--- src/rtl/ram_arb_pkg.sv ---
// Shared definitions for the RAM arbiter: FSM state encoding, grant owner codes
// and default bus widths.
package ram_arb_pkg;

  localparam int DEF_ADDR_W = 16;
  localparam int DEF_DATA_W = 8;

  typedef logic [1:0] state_t;
  localparam state_t ST_IDLE    = 2'd0;
  localparam state_t ST_ISSUE   = 2'd1;
  localparam state_t ST_CAPTURE = 2'd2;

  typedef logic [1:0] owner_t;
  localparam owner_t OWN_NONE  = 2'd0;
  localparam owner_t OWN_FLASH = 2'd1;
  localparam owner_t OWN_CPU   = 2'd2;
  localparam owner_t OWN_DIAG  = 2'd3;

  // Ack vector layout used throughout: bit 0 flash, bit 1 cpu, bit 2 diag.
  function automatic logic [2:0] owner_onehot(input owner_t own);
    case (own)
      OWN_FLASH: return 3'b001;
      OWN_CPU:   return 3'b010;
      OWN_DIAG:  return 3'b100;
      default:   return 3'b000;
    endcase
  endfunction

endpackage

--- src/rtl/ram_arb_if.sv ---
// Requester-side handshake of the RAM arbiter: level req held until a one-cycle ack,
// with read data held from that ack until the next one.
interface ram_req_if #(
  parameter int ADDR_W = 16,
  parameter int DATA_W = 8
);
  logic              req;
  logic              we;
  logic [ADDR_W-1:0] addr;
  logic [DATA_W-1:0] wdata;
  logic              ack;
  logic [DATA_W-1:0] rdata;

  modport master (output req, we, addr, wdata, input ack, rdata);
  modport slave  (input req, we, addr, wdata, output ack, rdata);
endinterface

--- src/rtl/ram_arb_pick.sv ---
// Combinational fixed-priority picker (cpu > flash > diag) applying boot/halt
// eligibility and masking the requester whose ack is high this cycle.
module ram_arb_pick
  import ram_arb_pkg::*;
(
  input  logic       boot_done,
  input  logic       halt,
  input  logic       flash_req,
  input  logic       cpu_req,
  input  logic       diag_req,
  input  logic [2:0] ack_mask,
  output logic       cpu_elig,
  output owner_t     grant
);

  logic flash_elig;
  logic diag_elig;

  assign flash_elig = !boot_done;
  assign cpu_elig   = boot_done && !halt;
  assign diag_elig  = boot_done;

  always_comb begin
    // NOTE: default first so every path assigns grant and no latch is inferred.
    grant = OWN_NONE;
    if (cpu_req && cpu_elig && !ack_mask[1])
      grant = OWN_CPU;
    else if (flash_req && flash_elig && !ack_mask[0])
      grant = OWN_FLASH;
    else if (diag_req && diag_elig && !ack_mask[2])
      grant = OWN_DIAG;
  end

endmodule

--- src/rtl/ram_arbiter.sv ---
// Sequences every access to the single-port sram64k among flash loader, CPU and
// diagnostics (IDLE -> ISSUE -> CAPTURE), and flags CPU requests that wait too long.
module ram_arbiter
  import ram_arb_pkg::*;
#(
  parameter int ADDR_W       = DEF_ADDR_W,
  parameter int DATA_W       = DEF_DATA_W,
  parameter int CPU_MAX_WAIT = 4
) (
  input  logic              clk,
  input  logic              rst,
  input  logic              boot_done,
  input  logic              halt,
  ram_req_if.slave          flash,
  ram_req_if.slave          cpu,
  ram_req_if.slave          diag,
  output logic [ADDR_W-1:0] ram_address,
  output logic [DATA_W-1:0] ram_datain,
  output logic              ram_cs,
  output logic              ram_we,
  input  logic [DATA_W-1:0] ram_dataout,
  output owner_t            owner,
  output logic              cpu_overrun
);

  // Wide enough to count one past CPU_MAX_WAIT, never narrower than 3 bits.
  localparam int WAIT_W = ($clog2(CPU_MAX_WAIT + 2) > 3) ? $clog2(CPU_MAX_WAIT + 2) : 3;

  state_t            state;
  owner_t            grant;
  logic              cpu_elig;
  logic [2:0]        ack_q;
  logic              op_we;
  logic [DATA_W-1:0] flash_rdata_q;
  logic [DATA_W-1:0] cpu_rdata_q;
  logic [DATA_W-1:0] diag_rdata_q;
  logic              sel_we;
  logic [ADDR_W-1:0] sel_addr;
  logic [DATA_W-1:0] sel_wdata;
  logic [WAIT_W-1:0] cpu_wait;
  logic [WAIT_W-1:0] cpu_wait_next;
  logic              cpu_served;

  ram_arb_pick u_pick (
    .boot_done (boot_done),
    .halt      (halt),
    .flash_req (flash.req),
    .cpu_req   (cpu.req),
    .diag_req  (diag.req),
    .ack_mask  (ack_q),
    .cpu_elig  (cpu_elig),
    .grant     (grant)
  );

  always_comb begin
    sel_we    = 1'b0;
    sel_addr  = '0;
    sel_wdata = '0;
    case (grant)
      OWN_FLASH: begin
        sel_we    = flash.we;
        sel_addr  = flash.addr;
        sel_wdata = flash.wdata;
      end
      OWN_CPU: begin
        sel_we    = cpu.we;
        sel_addr  = cpu.addr;
        sel_wdata = cpu.wdata;
      end
      OWN_DIAG: begin
        sel_we    = diag.we;
        sel_addr  = diag.addr;
        sel_wdata = diag.wdata;
      end
      default: ;
    endcase
  end

  // NOTE: sequential state uses non-blocking assignments so every register samples pre-edge values.
  always_ff @(posedge clk or posedge rst) begin
    if (rst) begin
      state       <= ST_IDLE;
      ram_address <= '0;
      ram_datain  <= '0;
      ram_cs      <= 1'b0;
      ram_we      <= 1'b0;
      op_we       <= 1'b0;
      owner       <= OWN_NONE;
      ack_q       <= '0;
    end else begin
      ack_q <= '0;
      case (state)
        ST_IDLE: begin
          if (grant != OWN_NONE) begin
            state       <= ST_ISSUE;
            owner       <= grant;
            ram_address <= sel_addr;
            ram_datain  <= sel_wdata;
            ram_we      <= sel_we;
            op_we       <= sel_we;
            ram_cs      <= 1'b1;
          end else begin
            ram_cs <= 1'b0;
            ram_we <= 1'b0;
          end
        end
        ST_ISSUE: begin
          state  <= ST_CAPTURE;
          ram_cs <= 1'b0;
          ram_we <= 1'b0;
        end
        ST_CAPTURE: begin
          state <= ST_IDLE;
          ack_q <= owner_onehot(owner);
        end
        default: begin
          state  <= ST_IDLE;
          ram_cs <= 1'b0;
          ram_we <= 1'b0;
        end
      endcase
    end
  end

  // The RAM output register holds this access's read data during CAPTURE.
  always_ff @(posedge clk or posedge rst) begin
    if (rst) begin
      flash_rdata_q <= '0;
      cpu_rdata_q   <= '0;
      diag_rdata_q  <= '0;
    end else if (state == ST_CAPTURE && !op_we) begin
      case (owner)
        OWN_FLASH: flash_rdata_q <= ram_dataout;
        OWN_CPU:   cpu_rdata_q   <= ram_dataout;
        OWN_DIAG:  diag_rdata_q  <= ram_dataout;
        default: ;
      endcase
    end
  end

  assign flash.ack   = ack_q[0];
  assign cpu.ack     = ack_q[1];
  assign diag.ack    = ack_q[2];
  assign flash.rdata = flash_rdata_q;
  assign cpu.rdata   = cpu_rdata_q;
  assign diag.rdata  = diag_rdata_q;

  // A CPU access that is being granted, in flight or acked is not waiting.
  assign cpu_served = ack_q[1]
                   || (state == ST_IDLE && grant == OWN_CPU)
                   || (state != ST_IDLE && owner == OWN_CPU);

  always_comb begin
    cpu_wait_next = '0;
    if (cpu.req && cpu_elig && !cpu_served)
      cpu_wait_next = (&cpu_wait) ? cpu_wait : cpu_wait + WAIT_W'(1);
  end

  always_ff @(posedge clk or posedge rst) begin
    if (rst) begin
      cpu_wait    <= '0;
      cpu_overrun <= 1'b0;
    end else begin
      cpu_wait <= cpu_wait_next;
      if (cpu_wait_next > WAIT_W'(CPU_MAX_WAIT))
        cpu_overrun <= 1'b1;
    end
  end

endmodule
--- src/flat_wrapper.sv ---
// flat-port wrapper written by rule: the top's interface ports become plain ports
module ram_arbiter_flat import ram_arb_pkg::*;
#(
  parameter int ADDR_W       = DEF_ADDR_W,
  parameter int DATA_W       = DEF_DATA_W,
  parameter int CPU_MAX_WAIT = 4
)
  (clk, rst, boot_done, halt, ram_address, ram_datain, ram_cs, ram_we, ram_dataout, owner, cpu_overrun, flash_req, flash_we, flash_addr, flash_wdata, flash_ack, flash_rdata, cpu_req, cpu_we, cpu_addr, cpu_wdata, cpu_ack, cpu_rdata, diag_req, diag_we, diag_addr, diag_wdata, diag_ack, diag_rdata);
  ram_req_if #(.ADDR_W(ADDR_W), .DATA_W(DATA_W)) flash_i ();
  ram_req_if #(.ADDR_W(ADDR_W), .DATA_W(DATA_W)) cpu_i ();
  ram_req_if #(.ADDR_W(ADDR_W), .DATA_W(DATA_W)) diag_i ();
  input  logic clk;
  input  logic rst;
  input  logic boot_done;
  input  logic halt;
  output logic [ADDR_W-1:0] ram_address;
  output logic [DATA_W-1:0] ram_datain;
  output logic ram_cs;
  output logic ram_we;
  input  logic [DATA_W-1:0] ram_dataout;
  output owner_t owner;
  output logic cpu_overrun;
  input wire logic [$bits(flash_i.req)-1:0] flash_req;
  input wire logic [$bits(flash_i.we)-1:0] flash_we;
  input wire logic [$bits(flash_i.addr)-1:0] flash_addr;
  input wire logic [$bits(flash_i.wdata)-1:0] flash_wdata;
  output wire logic [$bits(flash_i.ack)-1:0] flash_ack;
  output wire logic [$bits(flash_i.rdata)-1:0] flash_rdata;
  input wire logic [$bits(cpu_i.req)-1:0] cpu_req;
  input wire logic [$bits(cpu_i.we)-1:0] cpu_we;
  input wire logic [$bits(cpu_i.addr)-1:0] cpu_addr;
  input wire logic [$bits(cpu_i.wdata)-1:0] cpu_wdata;
  output wire logic [$bits(cpu_i.ack)-1:0] cpu_ack;
  output wire logic [$bits(cpu_i.rdata)-1:0] cpu_rdata;
  input wire logic [$bits(diag_i.req)-1:0] diag_req;
  input wire logic [$bits(diag_i.we)-1:0] diag_we;
  input wire logic [$bits(diag_i.addr)-1:0] diag_addr;
  input wire logic [$bits(diag_i.wdata)-1:0] diag_wdata;
  output wire logic [$bits(diag_i.ack)-1:0] diag_ack;
  output wire logic [$bits(diag_i.rdata)-1:0] diag_rdata;
  assign flash_i.req = flash_req;
  assign flash_i.we = flash_we;
  assign flash_i.addr = flash_addr;
  assign flash_i.wdata = flash_wdata;
  assign flash_ack = flash_i.ack;
  assign flash_rdata = flash_i.rdata;
  assign cpu_i.req = cpu_req;
  assign cpu_i.we = cpu_we;
  assign cpu_i.addr = cpu_addr;
  assign cpu_i.wdata = cpu_wdata;
  assign cpu_ack = cpu_i.ack;
  assign cpu_rdata = cpu_i.rdata;
  assign diag_i.req = diag_req;
  assign diag_i.we = diag_we;
  assign diag_i.addr = diag_addr;
  assign diag_i.wdata = diag_wdata;
  assign diag_ack = diag_i.ack;
  assign diag_rdata = diag_i.rdata;
  ram_arbiter #(.ADDR_W(ADDR_W), .DATA_W(DATA_W), .CPU_MAX_WAIT(CPU_MAX_WAIT)) u_core (.clk(clk), .rst(rst), .boot_done(boot_done), .halt(halt), .flash(flash_i), .cpu(cpu_i), .diag(diag_i), .ram_address(ram_address), .ram_datain(ram_datain), .ram_cs(ram_cs), .ram_we(ram_we), .ram_dataout(ram_dataout), .owner(owner), .cpu_overrun(cpu_overrun));
endmodule
--- config.mk ---
export PLATFORM = sky130hd
export DESIGN_NAME = ram_arbiter_flat
export DESIGN_NICKNAME = d
export VERILOG_FILES = /design/src/rtl/ram_arb_pkg.sv /design/src/rtl/ram_arb_if.sv /design/src/rtl/ram_arb_pick.sv /design/src/rtl/ram_arbiter.sv /design/src/flat_wrapper.sv
export SDC_FILE = /design/constraint.sdc
export NUM_CORES = 1
export LEC_CHECK = 0
export CAP_MARGIN = 10
export CORE_ASPECT_RATIO = 1.25
export CORE_MARGIN = 4
export CORE_UTILIZATION = 41
export DETAILED_ROUTE_END_ITERATION = 8
export HOLD_SLACK_MARGIN = 0.1
export MAX_ROUTING_LAYER = met4
export PLACE_DENSITY = 0.8
export SYNTH_ARGS = -nofsm -noshare
export SYNTH_HDL_FRONTEND = slang
export SYNTH_HIERARCHICAL = 1
export SYNTH_SLANG_ARGS = --single-unit
--- constraint.sdc ---
create_clock -name clk -period 2.6 [get_ports clk]
set_input_delay 0.52 -clock clk [delete_from_list [all_inputs] [get_ports clk]]
set_output_delay 0.52 -clock clk [all_outputs]
set_load 0.03 [all_outputs]
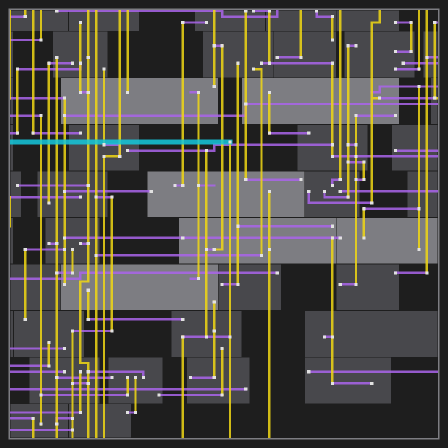
(images/detail.png)
Region (9, 66) to (34, 91) µm. Cells in gray, sequential cells in the stronger gray; small squares are vias.
| layer | color |
|---|---|
| metal 1 | purple |
| metal 3 | cyan |
| metal 2 | yellow |
netlist names of flops here include: u_core/ram_datain (4), u_core/ram_address (2)
sequential cells in the window: 6
cells with their middle in the window: 28
most frequent: mux2_2 (9), clkdlybuf4s50_1 (7), dfrtp_1 (6)

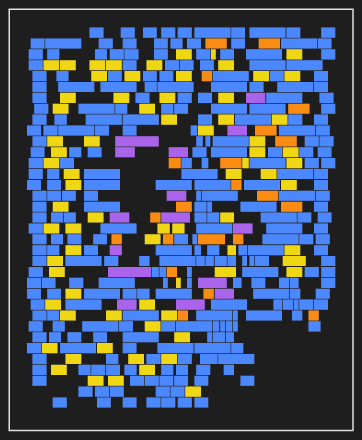
(images/sizes.png)
(4 px per µm)
| size | color | cells | share |
|---|---|---|---|
| _3 and _4 cells | orange | 21 | 5.4% |
| _0 and _1 cells | blue | 277 | 72% |
| _6 and larger | purple | 15 | 3.9% |
| _2 cells | yellow | 73 | 19% |
relative area change from synthesis to final layout: 58.7%
final critical-path setup slack: 0.142 ns
total of plain and repair buffers excluding clock buffers: 156
fin area: 4890 µm²

==> run notes <==
Implementation results

The iteration count recorded for the first detailed-route pass is 4. The count of H-tree levels built during CTS is 3. Global routing consumed, on the met2 layer, around 33% of the routing resources. The endpoint class of the critical path is a flip-flop.

The total number of placement rows is 35. OpenROAD reports that the post-layout worst path occupies 94.5% of the period. The portion of synthesized cell area occupied by the leading cell type is 50.3%. The final-layout fill cell count is 599. The required time of the worst setup path is 2.81 ns. The cell count after placement is 462.

The total power is about 5400 µW. The global routing report lists combined usage of all routing layers as 19.0%. The number of standard cells reported by yosys is 226. In this run the power spent charging and discharging nets is 2060 µW.

The final route contains 2427 vias. The final timing report counts setup violations totalling 0. The routing usage on met3 is just over 6%.

The later-pin clock latency in the skew report is 0.33 ns. The static leakage is 0.00206 µW. The cell type contributing the most total cell area after synthesis is dfrtp_1. From left edge to right edge, the die measures 85.5 µm.

Per the timing report, the achievable frequency comes out to about 410 MHz. The post-cts gate resize count is 0. The shortest period the worst path allows is 2.46 ns. The report shows a maximum critical-path fanout of 29. The async set-reset flop share out of synthesis is 100%. The root buffer cell is clkbuf_8.

The via count of the first global-routing pass is 2620. For this design the ratio of total power to cell area is 1100 nW/µm². After global routing the overflow that remains totals 0.

Per the final report, max-transition violations number 0. The met1 usage in global routing is 20.4%. The chip area line in the Yosys stat output reads between 3000 and 4000 µm². Yosys printed 6 warnings. After clock tree synthesis, the clock-pin slew on the worst setup and hold paths is around 0.07 ns. mux2_2 is the most common cell in the netlist. Among logic cells in the layout, the one with the most instances is clkdlybuf4s50_1. The number of remaining DRC errors is 0. The max-capacitance violation count is 0. The clock sink count is 62.

The main flop type is dfrtp_1. The detailed router's first-iteration violation count is 91. The fraction of final layout cells sized beyond drive strength 1 is 28.2%. The fraction of power spent switching nets is 38.3%.

The final estimated routing congestion in global placement is 0.821. The average detailed-routed wire length per instance is 16.9 µm. Counting endpoints that fail hold in the final report gives 0. Per Yosys stat, the portion of area used by sequential elements is 50.3%. In this run the deepest clock path goes through 2 buffers. Dividing the detail-routed via count by the number of cells gives 5.08. During I/O placement, the number of pins put on the boundary was 146.

The layout report lists the multi-input gate area as 1420 µm². The first global-routing pass estimated about 13 mm of wire. The fraction of power consumed by combinational cells is between 50% and 60%. The run finished with clean final reports. The initial cell density of the core is 41.9%. During placement, the flow inserted port buffers numbering 145. The worst endpoint data arrival time is ~2.7 ns. The number of setup buffers added after CTS is 0. In this run, post-CTS hold repair placed 0 buffers. STA classifies the critical path startpoint as an input port. The core area is 7360 µm². The post-synth count of flops with an enable pin is 0. Setup repair after global routing left no endpoint under its margin.

The synthesized netlist net count is 317. The maximum ir drop on the vdd rail is 678 µV. The final wirelength is 8.10 mm. The type of the worst setup path is in2reg. The largest net degree at the start of global routing is 30. The worst setup path startpoint is boot_done.

The post-synthesis cell type count is 42. The antenna diode count is 0. The internal power component is 3310 µW. Looking at hold timing, the worst path starts from u_core/cpu_overrun. Per the OpenROAD floorplan log, the height of the die is 105 µm. In this run, the clock network consumes 17.3% of the power. Checking max transition, the worst relative margin is 60.6%.

The commonest cells after synthesis are 63 x mux2_2, 62 x dfrtp_1, 25 x a22o_1. The register-to-register setup slack is 0.40 ns. The register bit count reported by yosys is 62. The die outline area is 8980 µm². TritonCTS built the clock tree. The clock arrives with 0.00689 ns of skew. The post-placement cell area is 4670 µm². The post-route worst hold slack is 0.472 ns. The number of logged tool warnings is 26. The end of the worst register-to-register path is u_core/ram_address[14]. The end point of the critical path is u_core/ram_address[14].

The count of antenna-violating nets left after detailed routing is 0. The cell depth of the worst flop-to-flop path is 6. After legalization and detailed placement, the total HPWL measured 6.31 mm. In the synthesized netlist, the number of instances is 226. The sequential cells in the finished layout cover a total of between 1500 and 2000 µm². The synthesized netlist occupies a cell area of 3080 µm². The number of antenna violations at the first check in global routing came to 0. The synthesized area per cell is around 14 µm². The net total in the final layout is 472.

The final report lists a non-filler cell total of 478. The number of buffers created by CTS is 9. The part of the power in registers is a little under a third. The startpoint of the lowest-slack register-to-register path is u_core/ack_q[0]. Global route summary, busiest routing layer listed as met2. The transition time recorded at the tightest slew-check pin is around 0.59 ns.

Counting instances, the worst hold path has a depth of 1. The library cells used most frequently in the layout, excluding fill and tap cells, are 145 x clkdlybuf4s50_1, 63 x mux2_2, 62 x dfrtp_1. The endpoint of the worst hold path is reported as u_core/cpu_overrun.

The path class of the tightest hold or removal check is reg2reg. After synthesis, the cell types taking the most area are dfrtp_1 50%, mux2_2 23%, a22o_1 7.1%.
==> layer usage <==
metal	vias to the layer above	wire [µm]
met5	-	0
li1	1152	-
met1	1162	3070
met4	0	127
met2	102	4300
met3	11	601
==> cell type report <==
class                   instances  area share [%]
multi-input cells             149            29.1
flip-flops and latches         62            31.7
well taps                      92            2.35
clock inverters                 7            1.99
clock buffers                   9            2.53
inverters                       3           0.230
repair buffers                156            32.1
==> power by group through the flow <==
stage	Clock (µW)	Combinational, µW	Sequential, µW
global placement	0	2760	1640
global route	1010	2930	1710
CTS	949	2820	1650
detailed placement	0	2810	1660
floorplan	0	927	2370
finish	930	2780	1650
==> worst max-delay path: stages <==
cell and delay (ns):
clkdlybuf4s50_1 0.42, or3b_1 0.41, a32oi_2 0.26, buf_12 0.24, mux2_2 0.36, a22o_1 0.19
mux2_2 0.26
==> registers in the layout, indices dropped and copies added, names as in the netlist <==
signal and cells:
u_core/ack_q 3, u_core/cpu.rdata 8, u_core/cpu_overrun 1, u_core/cpu_wait 3, u_core/diag.rdata 8, u_core/flash.rdata 8
u_core/op_we 1, u_core/owner 2, u_core/ram_address 16, u_core/ram_cs 1, u_core/ram_datain 8, u_core/ram_we 1
u_core/state 2
==> metrics by stage <==
stage          util [%]  worst slack [ns]  TNS [ns]
2_1_floorplan         -             0.204         0
3_3_place_gp       63.5            -0.157     -3.20
3_5_place_dp       63.5            -0.202     -4.31
4_1_cts            66.5             0.146         0
5_1_grt            66.5            0.0480         0
6_report           66.5             0.142         0
==> kinds of logic after synthesis <==
group	share of synthesized area, %
xor gates and xnor gates	0.284
adders and majority gates	0.406
muxes	27.2
AOI/OAI and AO/OA	10.4
DFF	50.3
buffers and inverters	3.86
and+or+nand+nor	7.47
No activity file was given, so power comes from the tool's default toggle rates.
